--- config.mk ---
export PLATFORM = sky130hd
export DESIGN_NAME = pll_phase_ctrl
export DESIGN_NICKNAME = d
export VERILOG_FILES = /design/src/rtl/pll_phase_ctrl.sv
export SDC_FILE = /design/constraint.sdc
export NUM_CORES = 1
export LEC_CHECK = 0
export ABC_AREA = 1
export CAP_MARGIN = 25
export CORE_MARGIN = 4
export CORE_UTILIZATION = 30
export CTS_CLUSTER_DIAMETER = 50
export DETAILED_ROUTE_END_ITERATION = 8
export PLACE_DENSITY = 0.48
export SETUP_SLACK_MARGIN = 0.5
export SLEW_MARGIN = 10
export SYNTH_ARGS = -nofsm -noshare
export SYNTH_HDL_FRONTEND = slang
export SYNTH_SLANG_ARGS = --single-unit
--- constraint.sdc ---
create_clock -name clk -period 3.1 [get_ports clk]
set_input_delay 0.31 -clock clk [delete_from_list [all_inputs] [get_ports clk]]
set_output_delay 0.31 -clock clk [all_outputs]
set_load 0.02 [all_outputs]
--- src/rtl/pll_phase_ctrl.sv ---
// Reset/lock sequencer and dynamic phase-step driver for an ECP5 EHXPLLL.
// Runs on the PLL reference clock and owns RST, PHASESEL, PHASEDIR and PHASESTEP.
module pll_phase_ctrl #(
  parameter int unsigned N_OUT          = 4,
  parameter int unsigned RST_CYCLES     = 16,
  parameter int unsigned FILTER_CYCLES  = 1024,
  parameter int unsigned TIMEOUT_CYCLES = 65536,
  parameter int unsigned STEP_LOW       = 4,
  parameter int unsigned STEP_GAP       = 8,
  parameter int unsigned STEP_W         = 8,
  parameter int unsigned PHASE_W        = 6
) (
  input  logic                       clk,
  input  logic                       rst_n,
  input  logic                       pll_lock,
  output logic                       pll_rst,
  output logic [1:0]                 pll_phasesel,
  output logic                       pll_phasedir,
  output logic                       pll_phasestep,
  output logic                       ready,
  output logic [7:0]                 relock_count,
  input  logic                       req_valid,
  output logic                       req_ready,
  input  logic [1:0]                 req_chan,
  input  logic                       req_dir,
  input  logic [STEP_W-1:0]          req_steps,
  output logic                       busy,
  output logic [N_OUT*PHASE_W-1:0]   phase_ofs
);

  localparam int unsigned MAX_A   = (RST_CYCLES > FILTER_CYCLES) ? RST_CYCLES : FILTER_CYCLES;
  localparam int unsigned MAX_B   = (STEP_LOW > STEP_GAP) ? STEP_LOW : STEP_GAP;
  localparam int unsigned CNT_MAX = (MAX_A > MAX_B) ? MAX_A : MAX_B;
  localparam int unsigned CNT_W   = $clog2(CNT_MAX + 1);
  localparam int unsigned TO_W    = $clog2(TIMEOUT_CYCLES + 1);

  typedef enum logic [2:0] {
    S_RESET, S_WAIT_LOCK, S_FILTER, S_READY, S_SETUP, S_PULSE, S_GAP
  } state_t;

  state_t              state_q, state_d;
  logic [CNT_W-1:0]    cnt_q, cnt_d;
  logic [TO_W-1:0]     to_q, to_d;
  logic [STEP_W-1:0]   rem_q, rem_d;
  logic                lock_meta, lock_sync;
  logic                lose_lock, ofs_step;

  logic                rst_d, ready_d, req_ready_d, busy_d, step_d, dir_d;
  logic [1:0]          sel_d;
  logic [7:0]          relock_d;
  logic [PHASE_W-1:0]  ofs_q [N_OUT];
  logic [PHASE_W-1:0]  ofs_d [N_OUT];

  // Two-flop synchroniser for the asynchronous LOCK pin
  always_ff @(posedge clk or negedge rst_n) begin
    if (!rst_n) begin
      lock_meta <= 1'b0;
      lock_sync <= 1'b0;
    end else begin
      lock_meta <= pll_lock;
      lock_sync <= lock_meta;
    end
  end

  // State register
  always_ff @(posedge clk or negedge rst_n) begin
    if (!rst_n) begin
      state_q <= S_RESET;
      cnt_q   <= '0;
      to_q    <= '0;
      rem_q   <= '0;
    end else begin
      state_q <= state_d;
      cnt_q   <= cnt_d;
      to_q    <= to_d;
      rem_q   <= rem_d;
    end
  end

  // Next-state logic
  always_comb begin
    state_d   = state_q;
    cnt_d     = cnt_q;
    to_d      = to_q;
    rem_d     = rem_q;
    lose_lock = 1'b0;
    ofs_step  = 1'b0;
    case (state_q)
      S_RESET: begin
        to_d = '0;
        if (cnt_q == CNT_W'(RST_CYCLES - 1)) begin
          state_d = S_WAIT_LOCK;
          cnt_d   = '0;
        end else begin
          cnt_d = cnt_q + CNT_W'(1);
        end
      end
      S_WAIT_LOCK: begin
        cnt_d = '0;
        if (to_q == TO_W'(TIMEOUT_CYCLES - 1)) begin
          state_d = S_RESET;
          to_d    = '0;
        end else begin
          to_d = to_q + TO_W'(1);
          if (lock_sync) begin
            // The first synced-high cycle already counts toward the filter
            if (FILTER_CYCLES == 1) begin
              state_d = S_READY;
              to_d    = '0;
            end else begin
              state_d = S_FILTER;
              cnt_d   = CNT_W'(1);
            end
          end
        end
      end
      S_FILTER: begin
        if (to_q == TO_W'(TIMEOUT_CYCLES - 1)) begin
          state_d = S_RESET;
          to_d    = '0;
          cnt_d   = '0;
        end else begin
          to_d = to_q + TO_W'(1);
          if (!lock_sync) begin
            state_d = S_WAIT_LOCK;
            cnt_d   = '0;
          end else if (cnt_q == CNT_W'(FILTER_CYCLES - 1)) begin
            state_d = S_READY;
            cnt_d   = '0;
            to_d    = '0;
          end else begin
            cnt_d = cnt_q + CNT_W'(1);
          end
        end
      end
      S_READY: begin
        to_d  = '0;
        cnt_d = '0;
        if (!lock_sync) begin
          lose_lock = 1'b1;
          state_d   = S_WAIT_LOCK;
        end else if (req_valid && req_ready && (req_steps != '0) && (32'(req_chan) < N_OUT)) begin
          state_d = S_SETUP;
          rem_d   = req_steps;
        end
      end
      S_SETUP: begin
        if (!lock_sync) begin
          lose_lock = 1'b1;
          state_d   = S_WAIT_LOCK;
          rem_d     = '0;
        end else begin
          state_d = S_PULSE;
          cnt_d   = '0;
        end
      end
      S_PULSE: begin
        if (!lock_sync) begin
          lose_lock = 1'b1;
          state_d   = S_WAIT_LOCK;
          cnt_d     = '0;
          rem_d     = '0;
        end else if (cnt_q == CNT_W'(STEP_LOW - 1)) begin
          state_d  = S_GAP;
          cnt_d    = '0;
          ofs_step = 1'b1;
        end else begin
          cnt_d = cnt_q + CNT_W'(1);
        end
      end
      S_GAP: begin
        if (!lock_sync) begin
          lose_lock = 1'b1;
          state_d   = S_WAIT_LOCK;
          cnt_d     = '0;
          rem_d     = '0;
        end else if (cnt_q == CNT_W'(STEP_GAP - 1)) begin
          cnt_d   = '0;
          rem_d   = rem_q - STEP_W'(1);
          state_d = (rem_q == STEP_W'(1)) ? S_READY : S_PULSE;
        end else begin
          cnt_d = cnt_q + CNT_W'(1);
        end
      end
      default: state_d = S_RESET;
    endcase
  end

  // Output logic: next values of the registered outputs, decoded from the next state
  always_comb begin
    rst_d       = (state_d == S_RESET);
    ready_d     = state_d inside {S_READY, S_SETUP, S_PULSE, S_GAP};
    req_ready_d = (state_d == S_READY);
    busy_d      = state_d inside {S_SETUP, S_PULSE, S_GAP};
    step_d      = (state_d != S_PULSE);
    sel_d       = pll_phasesel;
    dir_d       = pll_phasedir;
    if ((state_q == S_READY) && (state_d == S_SETUP)) begin
      sel_d = req_chan;
      dir_d = req_dir;
    end
    relock_d = relock_count;
    if (lose_lock && (relock_count != 8'hFF)) relock_d = relock_count + 8'd1;
    for (int i = 0; i < N_OUT; i++) begin
      ofs_d[i] = ofs_q[i];
      if (state_d == S_RESET) begin
        ofs_d[i] = '0;
      end else if (ofs_step && (2'(i) == pll_phasesel)) begin
        ofs_d[i] = ofs_q[i] + (pll_phasedir ? PHASE_W'(1) : {PHASE_W{1'b1}});
      end
    end
  end

  // Output registers
  always_ff @(posedge clk or negedge rst_n) begin
    if (!rst_n) begin
      pll_rst       <= 1'b1;
      pll_phasesel  <= 2'd0;
      pll_phasedir  <= 1'b0;
      pll_phasestep <= 1'b1;
      ready         <= 1'b0;
      req_ready     <= 1'b0;
      busy          <= 1'b0;
      relock_count  <= 8'd0;
      for (int i = 0; i < N_OUT; i++) ofs_q[i] <= '0;
    end else begin
      pll_rst       <= rst_d;
      pll_phasesel  <= sel_d;
      pll_phasedir  <= dir_d;
      pll_phasestep <= step_d;
      ready         <= ready_d;
      req_ready     <= req_ready_d;
      busy          <= busy_d;
      relock_count  <= relock_d;
      for (int i = 0; i < N_OUT; i++) ofs_q[i] <= ofs_d[i];
    end
  end

  for (genvar g = 0; g < N_OUT; g++) begin : g_ofs
    assign phase_ofs[g*PHASE_W +: PHASE_W] = ofs_q[g];
  end

endmodule

Fig. 1: run 1, met1 routing
(4 px per um) Supply wires on this layer in gray.
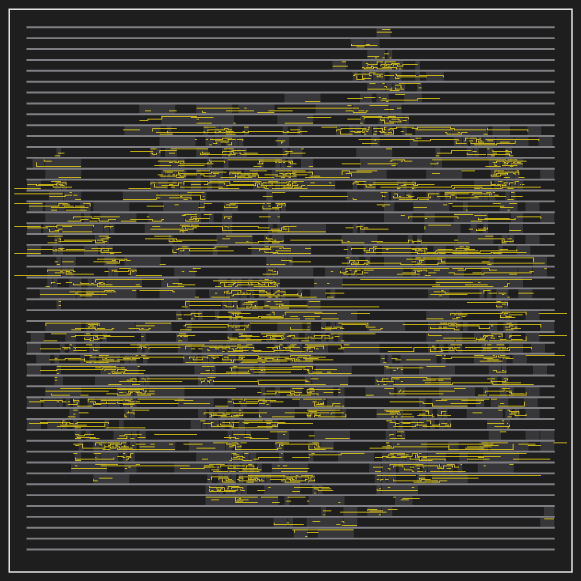
longest straight run	43.7 um
nets with wire on the layer	723
wire length on this layer	5,920 um
main direction	horizontal
share of all routed wire	48%

Fig. 2: run 1, drive-strength map
(3 px per um)
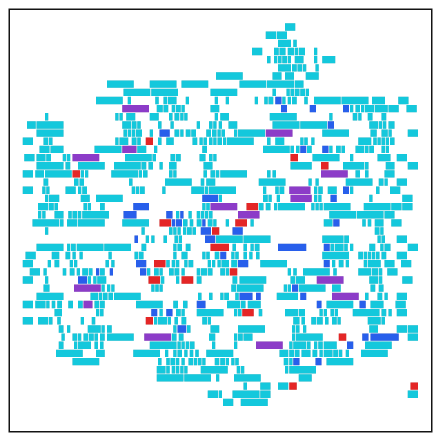
size	color	cells	share
drive 6 and up	purple	15	2.0%
drive 2	blue	48	6.4%
drive 3 to 4	red	18	2.4%
drive 1 or less	cyan	670	89%

==> reports/qor.json, run 1 <==
{
  "final_layout": {
    "n_multi_input_combinational_cell": 486,
    "layout.non_clock_buffers": 64,
    "largest_reg_flops": 24,
    "filler_cell_count": 1777,
    "seq_area_um2": 2029,
    "area_share_clock_buf_inv_pct": 4.378,
    "antennaDiodeCount": 0,
    "biggestCellCategory": "combinational gates",
    "seq_cell_count": 81
  },
  "setup_path": {
    "cp_slowest_stage_delay_ns": 0.39,
    "required_ns": 3.34,
    "slowest_stage": "sky130_fd_sc_hd__dfrtp_1"
  },
  "global_routing": {
    "grt_pass1_vias": 4452,
    "busiest_layer": "met2",
    "grt_overflow_total": 0,
    "grt_first_pass_wirelength_mm": 21.24,
    "antenna_found_initial": 0,
    "globalRouteMet3Util_pct": 4.097,
    "grt_max_degree": 44
  },
  "route": {
    "routed-via-count": 4444,
    "drc": 0,
    "met2_wirelength_mm": 5.578,
    "detailedRoute.firstPassIterationCount": 4
  },
  "floorplan": {
    "design.core.area_um2": 17240,
    "floorplan.rows": 48,
    "design.portCount": 55,
    "die_height_um": 140.3,
    "initCoreUtil_pct": 30.47
  },
  "final_timing": {
    "worstMarginPinSlew_ns": 0.7742,
    "grt_setup_unrepaired": "false",
    "achievable-frequency_mhz": 408.6,
    "final_hold_viol_count": 0
  },
  "place": {
    "routabilityCongestion": 0.8302,
    "dp_hpwl_mm": 9.173,
    "placedInstanceArea_um2": 6025,
    "detailedPlace.worstSlack_ns": 0.3294
  },
  "pwr": {
    "power_leader": "combinational cells",
    "pwr.group.combinational_mw": 1.59,
    "clock_power_share_pct": 25.5
  },
  "synthesis": {
    "area_leaders": "sky130_fd_sc_hd__dfrtp_1 (38%), sky130_fd_sc_hd__nand2_1 (11%), sky130_fd_sc_hd__inv_1 (7.0%), sky130_fd_sc_hd__xor2_1 (6.0%), sky130_fd_sc_hd__ha_1 (5.7%)",
    "synth.cellmix.simpleShare_pct": 29.49,
    "synthesis.instances": 682,
    "synth_async_sr_flop_share_pct": 100.0,
    "area_share_of_fa_ha_maj_cells_after_synthesis_pct": 7.242,
    "ys.flop_type": "sky130_fd_sc_hd__dfrtp_1"
  },
  "hold_path": {
    "holdPathEnd": "lock_sync"
  },
  "run_status": {
    "outcome": "completed"
  },
  "clock_tree": {
    "path_clk_slew_ns": 0.06,
    "cts_tree": "built",
    "cts_buffers": 9
  }
}
Fig. 3: run 1, placement view
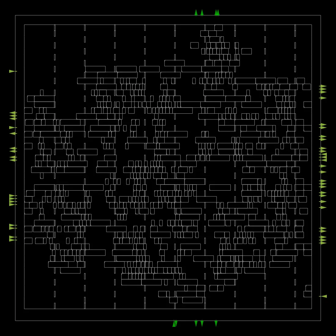
share of the core filled with cells in the final layout: 37.14%
Final Instance Count excl. Fillers: 976
sequential share of cell area: 31.70%

Fig. 4: run 1, cell density map
(3 px per um) 14 x 14 tiles, from dark blue (low) to red (high), 0 to 100% covered.
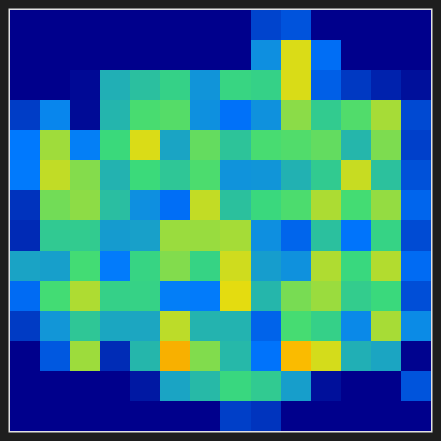
tiles over 75% full	1.0%
nearly empty tiles	24%
fullest tile	80%

==> run 1 -> run 2 <==
Settings changed: PLACE_DENSITY 0.48 to 0.49.
Clock period 3.1 ns to 2.13 ns, I/O delays scaled along.
Fig. 5: run 2, met1 routing
(4 px per um) Supply wires on this layer in gray.
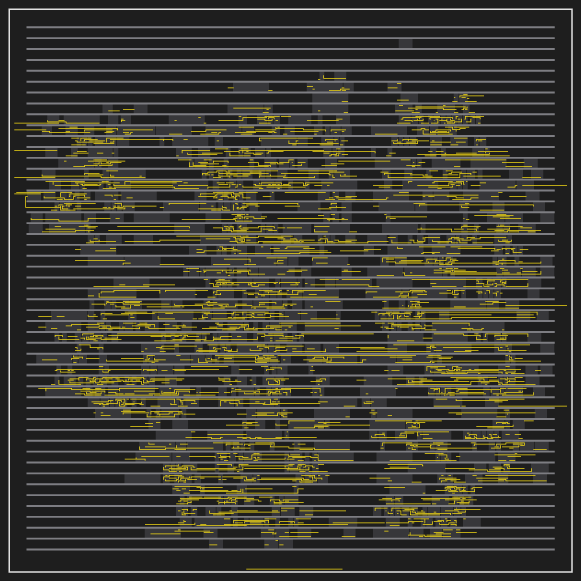
share of all routed wire	48%
nets with wire on the layer	785
longest straight run	34.5 um
main direction	horizontal
wire length on this layer	6,430 um
via count: 4,763
GR met1 Demand/Resource: 18.60%
WL final: 13.30 mm

==> run 2 against run 1 <==
  * Sequential power grew 47%
  * Highest routed layer unchanged
  * Via count grew 7.2%
  * Utilization grew 4.6 points
  * First-iteration DRC count grew 33%
  * Final cell count grew 5.9%
  * Wire length grew 8.5%
  * Clock skew grew 0.0033 ns
  * Global-route usage grew 0.58 points
  * Count of clock-buffer cells in the layout grew 4
  * Sequential cell count is the same
  * The flow now finishes with violations (setup timing)
  * Hold slack lost 0.0093 ns
  * Register-to-register slack lost 0.85 ns
==> reports/qor.json, run 2 <==
{
  "run_status": {
    "outcome": "finished, violations left",
    "violated_checks": "setup timing"
  },
  "place": {
    "dp_hpwl": {"value": 9.513, "unit": "mm", "change": "+3.7%"},
    "routabilityCongestion": {"value": 0.8063, "change": "-2.9%"},
    "placedInstanceArea": {"value": 6274, "unit": "um2", "change": "+4.1%"},
    "detailedPlace.worstSlack": {"value": -0.2224, "unit": "ns", "change": "-0.5518 ns"}
  },
  "pwr": {
    "pwr.group.combinational": {"value": 3.04, "unit": "mW", "change": "+91%"},
    "clock_power_share": {"value": 22.8, "unit": "%", "change": "-2.7 points"},
    "pwr.group.clock_mw": 1.49,
    "power_leader": "combinational cells",
    "power.switching_fraction_pct": 39.79,
    "power.sequential.total_mw": 2.01,
    "power_frac_comb_pct": 46.5
  },
  "final_layout": {
    "area_share_clock_buf_inv": {"value": 3.979, "unit": "%", "change": "-0.40 points"},
    "layout.non_clock_buffers": {"value": 119, "change": "+86%"},
    "largest_reg_flops": {"value": 24, "change": "unchanged"},
    "antennaDiodeCount": {"value": 0, "change": "unchanged"},
    "utilization": {"value": 41.78, "unit": "%", "change": "+4.6 points"},
    "filler_cell_count": {"value": 1738, "change": "-2.2%"},
    "post_route_cells_drive_above_1_share_pct": 23.36,
    "n_multi_input_combinational_cell": {"value": 487, "change": "+0.21%"},
    "finish.net_count": 847,
    "layoutNonFillerInstCount": {"value": 1034, "change": "+5.9%"},
    "signal_buffer_area_fraction_pct": 15.20,
    "final_cell_area_um2": 7201,
    "seq_cell_count": {"value": 81, "change": "unchanged"},
    "biggestCellCategory": "combinational gates",
    "final.signal_inverter_count": 106,
    "seq_area": {"value": 2033, "unit": "um2", "change": "+0.18%"},
    "layout_top_cell_excl_fill_tap": "sky130_fd_sc_hd__nand2_1",
    "sequential_share_of_cell_area": {"value": 28.24, "unit": "%", "change": "-3.5 points"}
  },
  "synthesis": {
    "area_leaders": "sky130_fd_sc_hd__dfrtp_1 (38%), sky130_fd_sc_hd__nand2_1 (11%), sky130_fd_sc_hd__inv_1 (7.0%), sky130_fd_sc_hd__xor2_1 (6.0%), sky130_fd_sc_hd__ha_1 (5.7%)",
    "synth-seq-cells": 81,
    "syn_area_per_cell_um2": 7.702,
    "post_synth_instance_area_um2": 5253,
    "number_of_synthesis_warnings": 0,
    "synth_sequential_area_ratio_pct": 38.64,
    "synth.yosys.num_cells": 682,
    "synth_async_sr_flop_share": {"value": 100.0, "unit": "%", "change": "unchanged"},
    "synth.cellmix.simpleShare": {"value": 29.49, "unit": "%", "change": "unchanged"},
    "synth.lib_cells_used.distinct": 43,
    "synthesis.instances": {"value": 682, "change": "unchanged"},
    "ys.flop_type": "sky130_fd_sc_hd__dfrtp_1",
    "topCombFamilyByArea": "simple AND/OR/NAND/NOR gates",
    "area_share_of_fa_ha_maj_cells_after_synthesis": {"value": 7.242, "unit": "%", "change": "unchanged"}
  },
  "route": {
    "route.top_layer_used": "met4",
    "met2_wirelength": {"value": 6.238, "unit": "mm", "change": "+12%"},
    "detailedRoute.firstPassIterationCount": {"value": 4, "change": "unchanged"},
    "drc": {"value": 0, "change": "unchanged"},
    "wl_met3_um": 414,
    "first_iter_violations": 224
  },
  "setup_path": {
    "rr_endpoint": "phase_ofs[6]",
    "critical_path.startpoint": "to_q[1]",
    "slowest_stage": "sky130_fd_sc_hd__dfrtp_1",
    "reg2reg_setup_slack_ns": -0.20,
    "critical_path.startpoint_type": "register",
    "timing.critical_path.to_type": "register",
    "required": {"value": 2.35, "unit": "ns", "change": "-0.99 ns"},
    "cp_slowest_stage_delay": {"value": 0.39, "unit": "ns", "change": "about the same"}
  },
  "floorplan": {
    "design.core.area": {"value": 17240, "unit": "um2", "change": "unchanged"},
    "design.portCount": {"value": 55, "change": "unchanged"},
    "floorplan.rows": {"value": 48, "change": "unchanged"},
    "die_height": {"value": 140.3, "unit": "um", "change": "unchanged"},
    "die_area_um2": 19690,
    "initCoreUtil": {"value": 30.47, "unit": "%", "change": "unchanged"}
  },
  "clock_tree": {
    "path_clk_slew": {"value": 0.06, "unit": "ns", "change": "about the same"},
    "cts_tree": "built",
    "cts_buffers": {"value": 9, "change": "unchanged"},
    "clockRootBuffer": "sky130_fd_sc_hd__clkbuf_16",
    "htree_levels": 3
  },
  "global_routing": {
    "grt_max_degree": {"value": 37, "change": "-16%"},
    "busiest_layer": "met2",
    "grt_first_pass_wirelength": {"value": 22.43, "unit": "mm", "change": "+5.6%"},
    "grt_overflow_total": {"value": 0, "change": "unchanged"},
    "globalRouteMet3Util": {"value": 2.117, "unit": "%", "change": "-2.0 points"},
    "antenna_found_initial": {"value": 0, "change": "unchanged"},
    "grt_pass1_vias": {"value": 4699, "change": "+5.5%"}
  },
  "final_timing": {
    "setup-violations-final": 55,
    "grt_setup_unrepaired": "true",
    "achievable-frequency": {"value": 429.4, "unit": "MHz", "change": "+5.1%"},
    "worstMarginPinSlew": {"value": 0.6231, "unit": "ns", "change": "-0.1511 ns"},
    "worst_slack_ns": -0.1988,
    "final_hold_viol_count": {"value": 0, "change": "unchanged"}
  }
}
Power figures rest on the tool's default switching activity, not on a simulated workload.
